Fig. 1: run 1, wire density map
Bar = 10 um. The die is cut into 9 by 10 equal tiles; dark purple is low, yellow is high, scaled to the fullest tile. Values are wire area over tile area, all layers added.
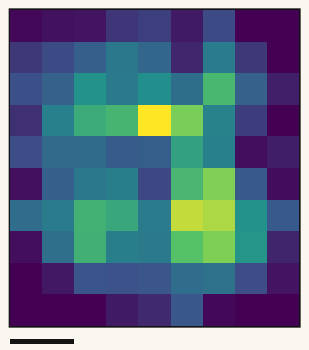
Fig. 2: run 1, I/O nets highlighted
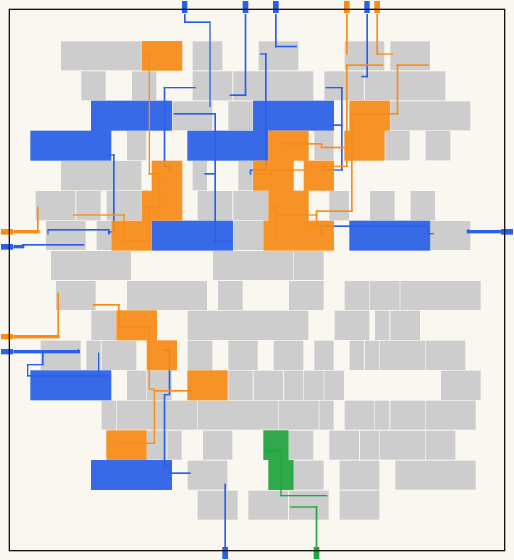
Fig. 3: run 1, routing congestion
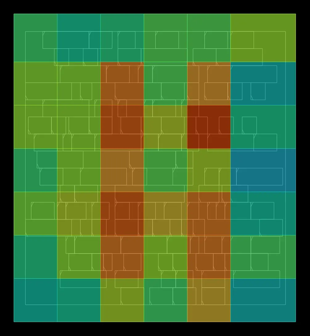
<file path="src/rtl/stream_concat_packer.sv">
`default_nettype none
// ============================================================================
// stream_concat_packer : packs COUNT narrow words, or replicates one word
// COUNT times, into a wide output word using valid/ready handshakes.
// Rev 1.0
// ============================================================================
module stream_concat_packer #(
  parameter int WIDTH     = 4,
  parameter int COUNT     = 2,
  parameter int MSB_FIRST = 1
) (
  input  logic                   clk,
  input  logic                   rst_n,
  input  logic                   mode,
  input  logic                   in_valid,
  input  logic [WIDTH-1:0]       in_data,
  output logic                   in_ready,
  input  logic                   flush,
  output logic                   out_valid,
  output logic [WIDTH*COUNT-1:0] out_data,
  output logic                   out_partial,
  input  logic                   out_ready
);

  localparam int                 IDX_W    = (COUNT > 2) ? $clog2(COUNT) : 1;
  localparam int                 OUT_W    = WIDTH * COUNT;
  localparam logic [IDX_W-1:0]   LAST_IDX = IDX_W'(COUNT - 1);

  logic [IDX_W-1:0] idx_q, idx_d;
  logic [OUT_W-1:0] asm_q, asm_d;
  logic             grp_mode_q, grp_mode_d;
  logic             out_valid_q, out_valid_d;
  logic [OUT_W-1:0] out_data_q, out_data_d;
  logic             out_partial_q, out_partial_d;

  logic             cur_mode;
  logic             out_free;
  logic             in_fire;
  logic [OUT_W-1:0] asm_wr;

  // Mode is only sampled at the start of a group; afterwards the latched copy rules.
  assign cur_mode  = (idx_q == '0) ? mode : grp_mode_q;
  assign out_free  = !out_valid_q || out_ready;
  assign in_ready  = rst_n && (((cur_mode == 1'b0) && (idx_q != LAST_IDX)) || out_free);
  assign in_fire   = in_valid && in_ready;

  assign out_valid   = out_valid_q;
  assign out_data    = out_data_q;
  assign out_partial = out_partial_q;

  // Assembly image with the current word dropped into slot idx; a new group starts from zero.
  always_comb begin
    asm_wr = (idx_q == '0) ? '0 : asm_q;
    for (int k = 0; k < COUNT; k++) begin
      if (idx_q == IDX_W'(k)) begin
        if (MSB_FIRST != 0) begin
          asm_wr[(COUNT-k)*WIDTH-1 -: WIDTH] = in_data;
        end else begin
          asm_wr[k*WIDTH +: WIDTH] = in_data;
        end
      end
    end
  end

  always_comb begin
    idx_d         = idx_q;
    asm_d         = asm_q;
    grp_mode_d    = grp_mode_q;
    out_valid_d   = out_valid_q;
    out_data_d    = out_data_q;
    out_partial_d = out_partial_q;

    if (out_valid_q && out_ready) begin
      out_valid_d = 1'b0;
    end

    if (in_fire) begin
      if (idx_q == '0) begin
        grp_mode_d = mode;
      end
      if (cur_mode) begin
        out_valid_d   = 1'b1;
        out_data_d    = {COUNT{in_data}};
        out_partial_d = 1'b0;
        idx_d         = '0;
      end else begin
        asm_d = asm_wr;
        if (idx_q == LAST_IDX) begin
          out_valid_d   = 1'b1;
          out_data_d    = asm_wr;
          out_partial_d = 1'b0;
          idx_d         = '0;
        end else begin
          idx_d = idx_q + 1'b1;
        end
      end
    end

    // A completing transfer already left idx_d at zero, so it wins over flush.
    if (flush && out_free && (idx_d != '0)) begin
      out_valid_d   = 1'b1;
      out_data_d    = asm_d;
      out_partial_d = 1'b1;
      idx_d         = '0;
    end
  end

  always_ff @(posedge clk) begin
    if (!rst_n) begin
      idx_q         <= '0;
      asm_q         <= '0;
      grp_mode_q    <= 1'b0;
      out_valid_q   <= 1'b0;
      out_data_q    <= '0;
      out_partial_q <= 1'b0;
    end else begin
      idx_q         <= idx_d;
      asm_q         <= asm_d;
      grp_mode_q    <= grp_mode_d;
      out_valid_q   <= out_valid_d;
      out_data_q    <= out_data_d;
      out_partial_q <= out_partial_d;
    end
  end

endmodule
`default_nettype wire

</file>
<file path="config.mk">
export PLATFORM = sky130hd
export DESIGN_NAME = stream_concat_packer
export DESIGN_NICKNAME = d
export VERILOG_FILES = /design/src/rtl/stream_concat_packer.sv
export SDC_FILE = /design/constraint.sdc
export NUM_CORES = 1
export LEC_CHECK = 0
export CORE_ASPECT_RATIO = 1.1
export CORE_MARGIN = 1.5
export CORE_UTILIZATION = 47
export CTS_CLUSTER_DIAMETER = 60
export DETAILED_ROUTE_END_ITERATION = 12
export PLACE_DENSITY = 0.75
export SLEW_MARGIN = 20
export SYNTH_ARGS = -nofsm -noshare
export SYNTH_HDL_FRONTEND = slang
export SYNTH_SLANG_ARGS = --single-unit
</file>
<file path="constraint.sdc">
create_clock -name clk -period 2.1 [get_ports clk]
set_input_delay 0.315 -clock clk [delete_from_list [all_inputs] [get_ports clk]]
set_output_delay 0.315 -clock clk [all_outputs]
set_load 0.01 [all_outputs]
</file>
==> CHANGELOG.md, run 1 <==
### Metrics

- Dominant comb cell: simple AND/OR/NAND/NOR gates
- Adder Area Share: 0%
- Synth Flop Type: dfxtp_1
- Period minus WS final: 1.94 ns
- Area leader share: between 40% and 50%
- Seq area share: 33.5%
- Cts hold-fix bufs: 0
- CP endpoint: in_ready
- CTS sink count: 20
- RSZ-0062 raised after global routing: false
- Synth cell count leaders: 20 x dfxtp_1, 13 x nor2b_1, 12 x mux2i_1
- Worst clock skew: between 0.0015 and 0.002 ns
- Setup TNS: 0 ns
- Worst-Skew Late Latency: 0.31 ns
- Starting DRT DRC Count: 24
- CP startpoint: mode
- Die Y: roughly 50 um
- Nets: 129
- Pins Over Slew Limit: 0
- Critical path fanouts, max: 4
- Yosys aoi share: 17.1%
- Ant diodes: 0
- Clk slew on worst S/H paths: 0.12 ns
- Fmax: slightly above 0.5 GHz
- RD Place Congestion: 0.863
- Setup repair bufs after CTS: 0
- Maximum vdd drop: 0.426 mV
- Clock Buffer Count: 3
- Comb area: 467 um2
- Post-synthesis cell type count: 30
- Most numerous cell in the Yosys netlist: dfxtp_1
- Placement Setup Slack: 0.125 ns
- Worst R2R Setup Slack: 0.54 ns
- Chip area: 0.00220 mm2
- Avg Cell Area, Syn: a little under 10 um2
- DRT met1 WL: between 800 and 900 um
- DR WL met2: 961 um
- Top cells excl fill/tap: 20 x dfxtp_1, 20 x clkdlybuf4s50_1, 13 x nor2b_1
- CP endpoint kind: output port
- Largest class: multi-input combinational cells
- Critical R2R Launch: idx_q
- Post-DP HPWL: 1.42 mm
- Async set-reset flop share out of synthesis: 0%
- DR top layer: met4
- Worst-margin pin slew: 0.491 ns
- Hold path cells: 2
- ClkCell Share: around 4.4%
- Capturing point of the worst reg2reg path: out_data[0]
- Cell Pwr Density: 715 mW/mm2
- Status: complete, no violations
- Signal buf overhead: between 20% and 30%
- DRT Pass-1 Iters: 4
- Core area: approximately 0.0018 mm2
- Largest net degree at the start of global routing: 14
- Post-synth regs: 20
- Area occupied by registers: 400 um2
- Mapped Nets: around 100
- DRT antenna net count: 0
- Chip width: 44.9 um
-- Fig. 1 (at the start) --
densest ninth of the die: centre
nearly empty tiles: 11%
emptiest ninth of the die: south-west
fullest tile: 0.46
mean over tiles: 0.14
GRT Total Usage: 19.9%
final wirelength: 1.95 mm
Routed wire per std cell: 14.4 um

-- Fig. 2 (at the start) --
| port | colour | bits | direction | edge | end cells | buffers | wire |
|---|---|---|---|---|---|---|---|
| out_data | blue | 8 | output | 4 north, 2 west, 1 south, 1 east | 8 | 8 | 157 um |
| out_ready | green | 1 | input | south | 2 | 1 | 15.8 um |
| in_data | orange | 4 | input | 2 west, 2 north | 16 | 4 | 135 um |
# IOs: 21
IO buf count: 20

-- Fig. 3 (at the start) --
Most Used Layer, Global Route: met2
Final Core Density: 66.3%
routing usage on met3: 4.44%
met2 Usage GRT: 30.2%

==> run 1: power breakdown <==
part | switching [mW] | internal [mW] | leakage (nW) | total, mW
Clock | 0.128 | 0.193 | 0.0279 | 0.321
Sequential | 0.0104 | 0.397 | 0.163 | 0.407
Combinational | 0.0568 | 0.0698 | 0.264 | 0.127
Total | 0.195 | 0.660 | 0.455 | 0.854
==> run 1: flip-flops by register name, indices dropped and copies added (netlist names) <==
register     cells
asm_q            8
out_partial      1
out_valid        1
grp_mode_q       1
out_data         8
idx_q            1
==> run 1: per-stage QoR <==
step	instance area, um2	hold WS [ns]
finish	1190	0.453
global route	1190	0.480
detailed placement	1140	0.439
floorplan	906	0.443
global placement	1140	0.428
CTS	1190	0.456
## Run 2: what changed since run 1
==> constraint.sdc (replaced) <==
create_clock -name clk -period 2.1 [get_ports clk]
set_input_delay 0.21 -clock clk [delete_from_list [all_inputs] [get_ports clk]]
set_output_delay 0.21 -clock clk [all_outputs]
set_load 0.01 [all_outputs]
Fig. 4: run 2, wire density map
Bar = 10 um. The die is cut into 9 by 10 equal tiles; dark purple is low, yellow is high, scaled to the fullest tile. Values are wire area over tile area, all layers added.
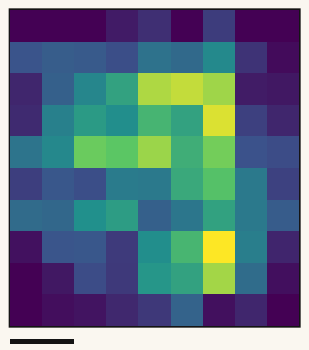
fullest tile: 0.40
densest ninth of the die: centre
tiles over half the peak: 24%
nearly empty tiles: 10%
Routed wire per std cell: 14.6 um
final wirelength: 1.93 mm
GRT Total Usage: 20.3%

Fig. 5: run 2, I/O nets highlighted
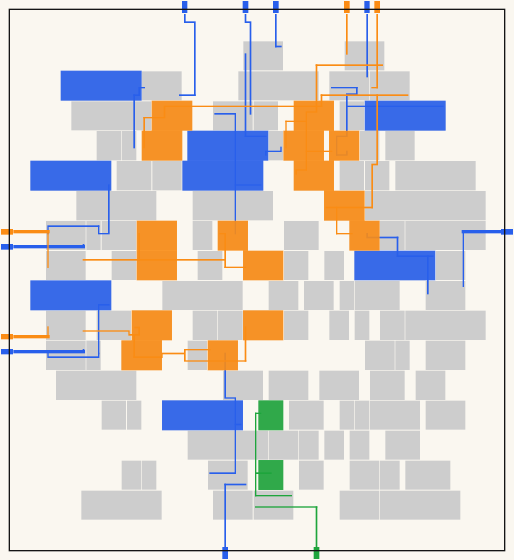
| port | colour | bits | direction | edge | end cells | buffers | wire |
|---|---|---|---|---|---|---|---|
| out_data | blue | 8 | output | 4 north, 2 west, 1 south, 1 east | 8 | 8 | 158 um |
| out_ready | green | 1 | input | south | 2 | 1 | 21.6 um |
| in_data | orange | 4 | input | 2 west, 2 north | 16 | 4 | 138 um |

Fig. 6: run 2, sizing map
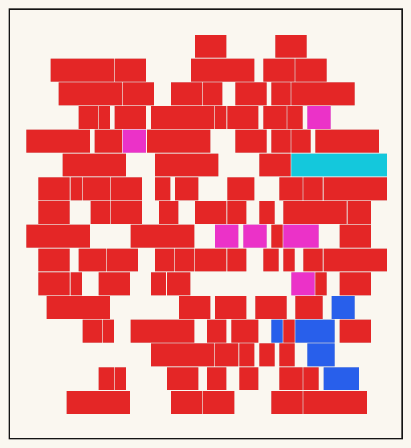
| size | colour | cells | share |
|---|---|---|---|
| x2 | blue | 5 | 4.4% |
| x3 and x4 | magenta | 6 | 5.3% |
| x1 and smaller | red | 102 | 89% |
| x6 and larger | cyan | 1 | 0.88% |
final worst setup slack: 0.218 ns
Buffers, non-clock: 22
Area Overhead vs Synth: 28.6%

==> run 2 against run 1 <==
Combinational power is 3% lower. Critical endpoint unchanged. Final cell count is 2.9% lower. Clock power is 3% lower. Clock skew is 0.0018 ns higher. Highest routed layer unchanged. Largest cell class unchanged. Die area stayed put. Via count is 5.9% lower. Fmax is 3.1% higher. Sequential power hardly changed. Clock-buffer cell count stayed put.
==> CHANGELOG.md, run 2 <==
### Metrics

- Status: complete, no violations
- Area leader share: 44.2% (unchanged)
- Xor/xnor share: 0%
- CP endpoint kind: output port
- Largest cells by area: dfxtp_1 44%, mux2i_1 13%, nor2b_1 9.0%
- Fin crit share: 89.6%
- Net Sw Power: 186 uW (-4.4%)
- P_clk: 312 uW (-3%)
- Nets: 125 (-3.1%)
- Top cells excl fill/tap: 20 x dfxtp_1, 20 x clkdlybuf4s50_1, 13 x nor2b_1
- Internal: 655 uW (-0.64%)
- Worst-Skew Late Latency: 0.30 ns (about the same)
- Worst clock skew: 0.00340 ns (+0.00177 ns)
- CTS sink count: 20 (unchanged)
- Synth Flop Type: dfxtp_1
- Cells along the critical path: clkdlybuf4s50_1, buf_4, o21a_1, clkdlybuf4s50_1
- DRT Pass-1 Iters: 4 (unchanged)
- Async set-reset flop share out of synthesis: 0% (unchanged)
- Total CTS buffers: 3
- Largest net degree at the start of global routing: 14 (unchanged)
- RSZ-0062 raised after global routing: false
- Area occupied by registers: 400 um2 (unchanged)
- Yosys warning tally: 0
- Pwr top: registers
- Hold path cells: 2 (unchanged)
- Dominant comb cell: simple AND/OR/NAND/NOR gates
- Period minus WS final: 1.88 ns (-0.0590 ns)
- Maximum vdd drop: 0.668 mV (+57%)
- Comb area: 467 um2 (unchanged)
- Grt ovf: 0
- Post-DP HPWL: 1.35 mm (-5.0%)
- IO buf count: 20 (unchanged)
- Fmax: 0.531 GHz (+3.1%)
- Worst R2R Setup Slack: 0.54 ns (about the same)
- Ant diodes: 0 (unchanged)
- # IOs: 21 (unchanged)
- Clk network pwr share: 37.1% (-0.4 points)
- RD Place Congestion: 0.852 (-1.3%)
- CP startpoint: rst_n
- Chip area: 0.00220 mm2 (unchanged)
- Chip width: 44.9 um (unchanged)
- Critical path fanouts, max: 13 (+9)
- Post-synth EDFFs: 0
- Post-synth regs: 20 (unchanged)
- Adder Area Share: 0% (unchanged)
- DP Area: 0.00111 mm2 (-2.6%)
- Yosys aoi share: 17.1% (unchanged)
- Avg Cell Area, Syn: 9.85 um2 (unchanged)
- Clk slew on worst S/H paths: 0.11 ns (about the same)
- Cts hold-fix bufs: 0 (unchanged)
- Synth cell count leaders: 20 x dfxtp_1, 13 x nor2b_1, 12 x mux2i_1
- Fin area: 0.00116 mm2 (-2.5%)
- Setup repair bufs after CTS: 0 (unchanged)
- Cell Pwr Density: 722 mW/mm2 (+1.0%)
- Switch share: 22.1% (-0.67 points)
- Seq pwr: 407 uW (about the same)
- Flop pwr share: 48.3% (+0.7 points)
- Core area: 0.00180 mm2 (unchanged)
- Post-Synthesis Cells: 92
- Starting DRT DRC Count: 12 (-50%)
- Setup TNS: 0 ns (unchanged)
- Pins Over Slew Limit: 0 (unchanged)
- Capturing point of the worst reg2reg path: out_data[1]
- Logic pwr share: 14.6% (-0.2 points)
- Most numerous cell in the Yosys netlist: dfxtp_1
- Critical path's most frequent cell: clkdlybuf4s50_1
- DRT antenna net count: 0 (unchanged)
- Post-synthesis cell type count: 30 (unchanged)
- Mapped Nets: 102 (unchanged)
- Critical R2R Launch: idx_q
- Die Y: 49.0 um (unchanged)
- CP endpoint: in_ready
- Hold_sp: out_partial
- Worst-margin pin slew: 0.517 ns (+0.0262 ns)
- Placed cells: 128
- H-Tree Depth: 1
- Comb group: 123 uW (-3%)
run 2: through the flow:
stage               power [mW]  hold slack, ns  util (%)  setup WS, ns
floorplan                0.475           0.338         -         0.616
global route             0.890           0.492      64.7         0.157
detailed placement       0.537           0.438      61.7         0.235
finish                   0.842           0.448      64.7         0.218
global placement         0.535           0.428      61.7         0.272
CTS                      0.857           0.457      64.7         0.225
run 2: layer usage:
| layer | track usage (%) | share of wire, % |
|---|---|---|
| met5 | 0 | 0 |
| met4 | 7.84 | 0.78 |
| met3 | 8.52 | 4.1 |
| met2 | 30.7 | 48 |
| met1 | 25.2 | 47 |
run 2: cell type report:
class	count	share of cell area, %
inverter	2	0.644
sequential	20	34.4
timing repair buffer	22	18.5
clock buffer	3	1.93
tap	18	1.93
multi-input combinational	66	40.1
clock inverter	1	2.58
## Run 3: what changed since run 2
--- a/config.mk
+++ b/config.mk
@@ -10,6 +10,8 @@
 export CORE_UTILIZATION = 47
 export CTS_CLUSTER_DIAMETER = 60
 export DETAILED_ROUTE_END_ITERATION = 12
+export GPL_ROUTABILITY_DRIVEN = 0
+export GPL_TIMING_DRIVEN = 1
 export PLACE_DENSITY = 0.75
 export SLEW_MARGIN = 20
 export SYNTH_ARGS = -nofsm -noshare
Fig. 7: run 3, cell classes on the final placement
Bar = 10 um.
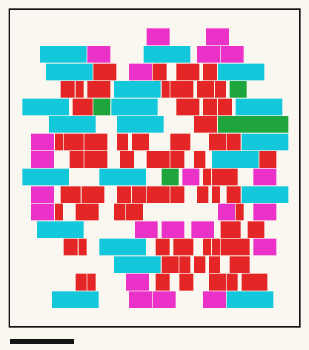
| class | colour | cells |
|---|---|---|
| clock drivers and dummy loads | green | 4 |
| remaining buffers and delay cells | magenta | 22 |
| remaining logic cells | red | 68 |
| sequential cells | cyan | 20 |
fin area: 0.00116 mm2
Row Count: 16
Seq area share: 34.4%
core area: 0.00180 mm2

Fig. 8: run 3, wire density map
Bar = 10 um. The die is cut into 9 by 10 equal tiles; dark purple is low, yellow is high, scaled to the fullest tile. Values are wire area over tile area, all layers added.
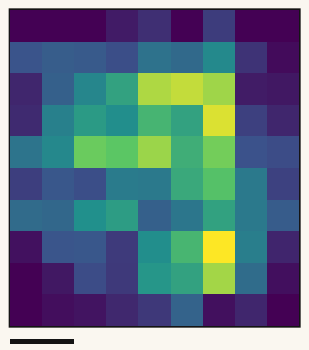
nearly empty tiles: 10%
mean over tiles: 0.14
densest ninth of the die: centre
fullest tile: 0.40
tiles over half the peak: 24%
total number of vias: 743

Fig. 9: run 3, I/O nets highlighted
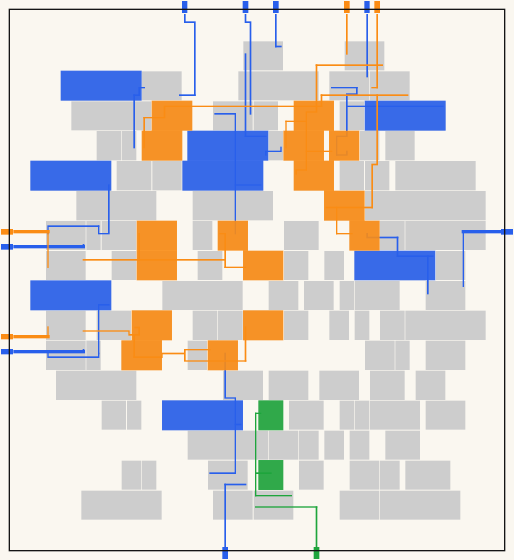
| port | colour | bits | direction | edge | end cells | buffers | wire |
|---|---|---|---|---|---|---|---|
| out_ready | green | 1 | input | south | 2 | 1 | 21.6 um |
| in_data | orange | 4 | input | 2 west, 2 north | 16 | 4 | 138 um |
| out_data | blue | 8 | output | 4 north, 2 west, 1 south, 1 east | 8 | 8 | 158 um |

==> run 3 against run 2 <==
Clock skew did not move. Global-route usage is the same. Synthesized cell count unchanged. Clock-buffer cell count unchanged. Core utilization is the same. Sequential power is essentially flat. Area after synthesis stayed put. Final cell count unchanged. Setup slack unchanged. Critical path type unchanged. Critical endpoint unchanged. Largest cell class unchanged.
==> CHANGELOG.md, run 3 <==
### Metrics

- Status: complete, no violations
- CTS sink count: 20 (unchanged)
- Most numerous cell in the Yosys netlist: dfxtp_1
- Setup repair bufs after CTS: 0 (unchanged)
- Area occupied by registers: 400 um2 (unchanged)
- Worst clock skew: 0.00340 ns (unchanged)
- Capturing point of the worst reg2reg path: out_data[1]
- Setup TNS: 0 ns (unchanged)
- Total CTS buffers: 3 (unchanged)
- Chip width: 44.9 um (unchanged)
- Total Power: 842 uW (unchanged)
- Logic pwr share: 14.6% (about the same)
- Cts hold-fix bufs: 0 (unchanged)
- Avg Cell Area, Syn: 9.85 um2 (unchanged)
- RSZ-0062 raised after global routing: false
- DRT antenna net count: 0 (unchanged)
- ClkCell Share: 4.51% (unchanged)
- CP endpoint kind: output port
- Grt ovf: 0 (unchanged)
- Yosys aoi share: 17.1% (unchanged)
- Dominant comb cell: simple AND/OR/NAND/NOR gates
- Comb/total area: 40.1% (unchanged)
- Xor/xnor share: 0% (unchanged)
- Post-synth regs: 20 (unchanged)
- Switch share: 22.1% (unchanged)
- Critical R2R Launch: idx_q
- Signal buf overhead: 18.5% (unchanged)
- Chip area: 0.00220 mm2 (unchanged)
- Seq pwr: 407 uW (about the same)
- Placed cells: 128 (unchanged)
- Comb group: 123 uW (about the same)
- Synth cell count leaders: 20 x dfxtp_1, 13 x nor2b_1, 12 x mux2i_1
- Hold path cells: 2 (unchanged)
- Clock Buffer Count: 3 (unchanged)
- Final wirelength: 1.93 mm (unchanged)
- Largest class: multi-input combinational cells
- Area Overhead vs Synth: 28.6% (unchanged)
- Die Y: 49.0 um (unchanged)
- # IOs: 21 (unchanged)
- Area leader share: 44.2% (unchanged)
- GRT Total Usage: 20.3% (unchanged)
- CTS Root Buffer Type: clkbuf_4
- Yosys warning tally: 0 (unchanged)
- Hold_sp: out_partial
- Pwr top: registers
- Top cells excl fill/tap: 20 x dfxtp_1, 20 x clkdlybuf4s50_1, 13 x nor2b_1
- Comb area: 467 um2 (unchanged)
- Flip-flops: 20 (unchanged)
- Pins Over Slew Limit: 0 (unchanged)
- P_clk: 312 uW (about the same)
- Critical path's most frequent cell: clkdlybuf4s50_1
- Flop pwr share: 48.3% (about the same)
- Net Sw Power: 186 uW (unchanged)
- Largest cells by area: dfxtp_1 44%, mux2i_1 13%, nor2b_1 9.0%
- Relative slew margins: 65.2%
- Critical path fanouts, max: 13 (unchanged)
- Starting DRT DRC Count: 12 (unchanged)
- DP Area: 0.00111 mm2 (unchanged)
- Worst-Skew Late Latency: 0.30 ns (about the same)
- Adder Area Share: 0% (unchanged)
- Fmax: 0.531 GHz (unchanged)
- Nets: 125 (unchanged)
- Largest net degree at the start of global routing: 14 (unchanged)
- Post-DP HPWL: 1.35 mm (unchanged)
- Period minus WS final: 1.88 ns (unchanged)
- DRT Pass-1 Iters: 4 (unchanged)
- Inverters: 2 (unchanged)
- Ant diodes: 0 (unchanged)
- Cells along the critical path: clkdlybuf4s50_1, buf_4, o21a_1, clkdlybuf4s50_1
- Mapped Nets: 102 (unchanged)
- Clk slew on worst S/H paths: 0.11 ns (about the same)
- Fin crit share: 89.6% (unchanged)
- Worst R2R Setup Slack: 0.54 ns (about the same)
- Maximum vdd drop: 0.668 mV (unchanged)
- Worst hold margin: 0.448 ns (unchanged)
- Async set-reset flop share out of synthesis: 0% (unchanged)
- MI comb cells: 66 (unchanged)
- Clk network pwr share: 37.1% (about the same)
- H-Tree Depth: 1 (unchanged)
- Post-Synthesis Cells: 92 (unchanged)
==> run 3: cell counts after synthesis <==
Identical to the previous run, type by type.
==> run 3: worst max path at each step <==
stage	start	slack [ns]	end	depth (start not counted)
2_1_floorplan	out_valid	0.62	out_data[0]	5
3_3_place_gp	rst_n	0.27	in_ready	4
3_5_place_dp	rst_n	0.24	in_ready	4
4_1_cts	rst_n	0.22	in_ready	4
5_1_grt	rst_n	0.16	in_ready	4
6_report	rst_n	0.22	in_ready	4
==> run 3: routing by layer <==
| layer | GRT usage (%) | share of wire [%] |
|---|---|---|
| met1 | 25.2 | 47 |
| met5 | 0 | 0 |
| met3 | 8.52 | 4.1 |
| met4 | 7.84 | 0.78 |
| met2 | 30.7 | 48 |
Power and IR drop assume default switching activity.
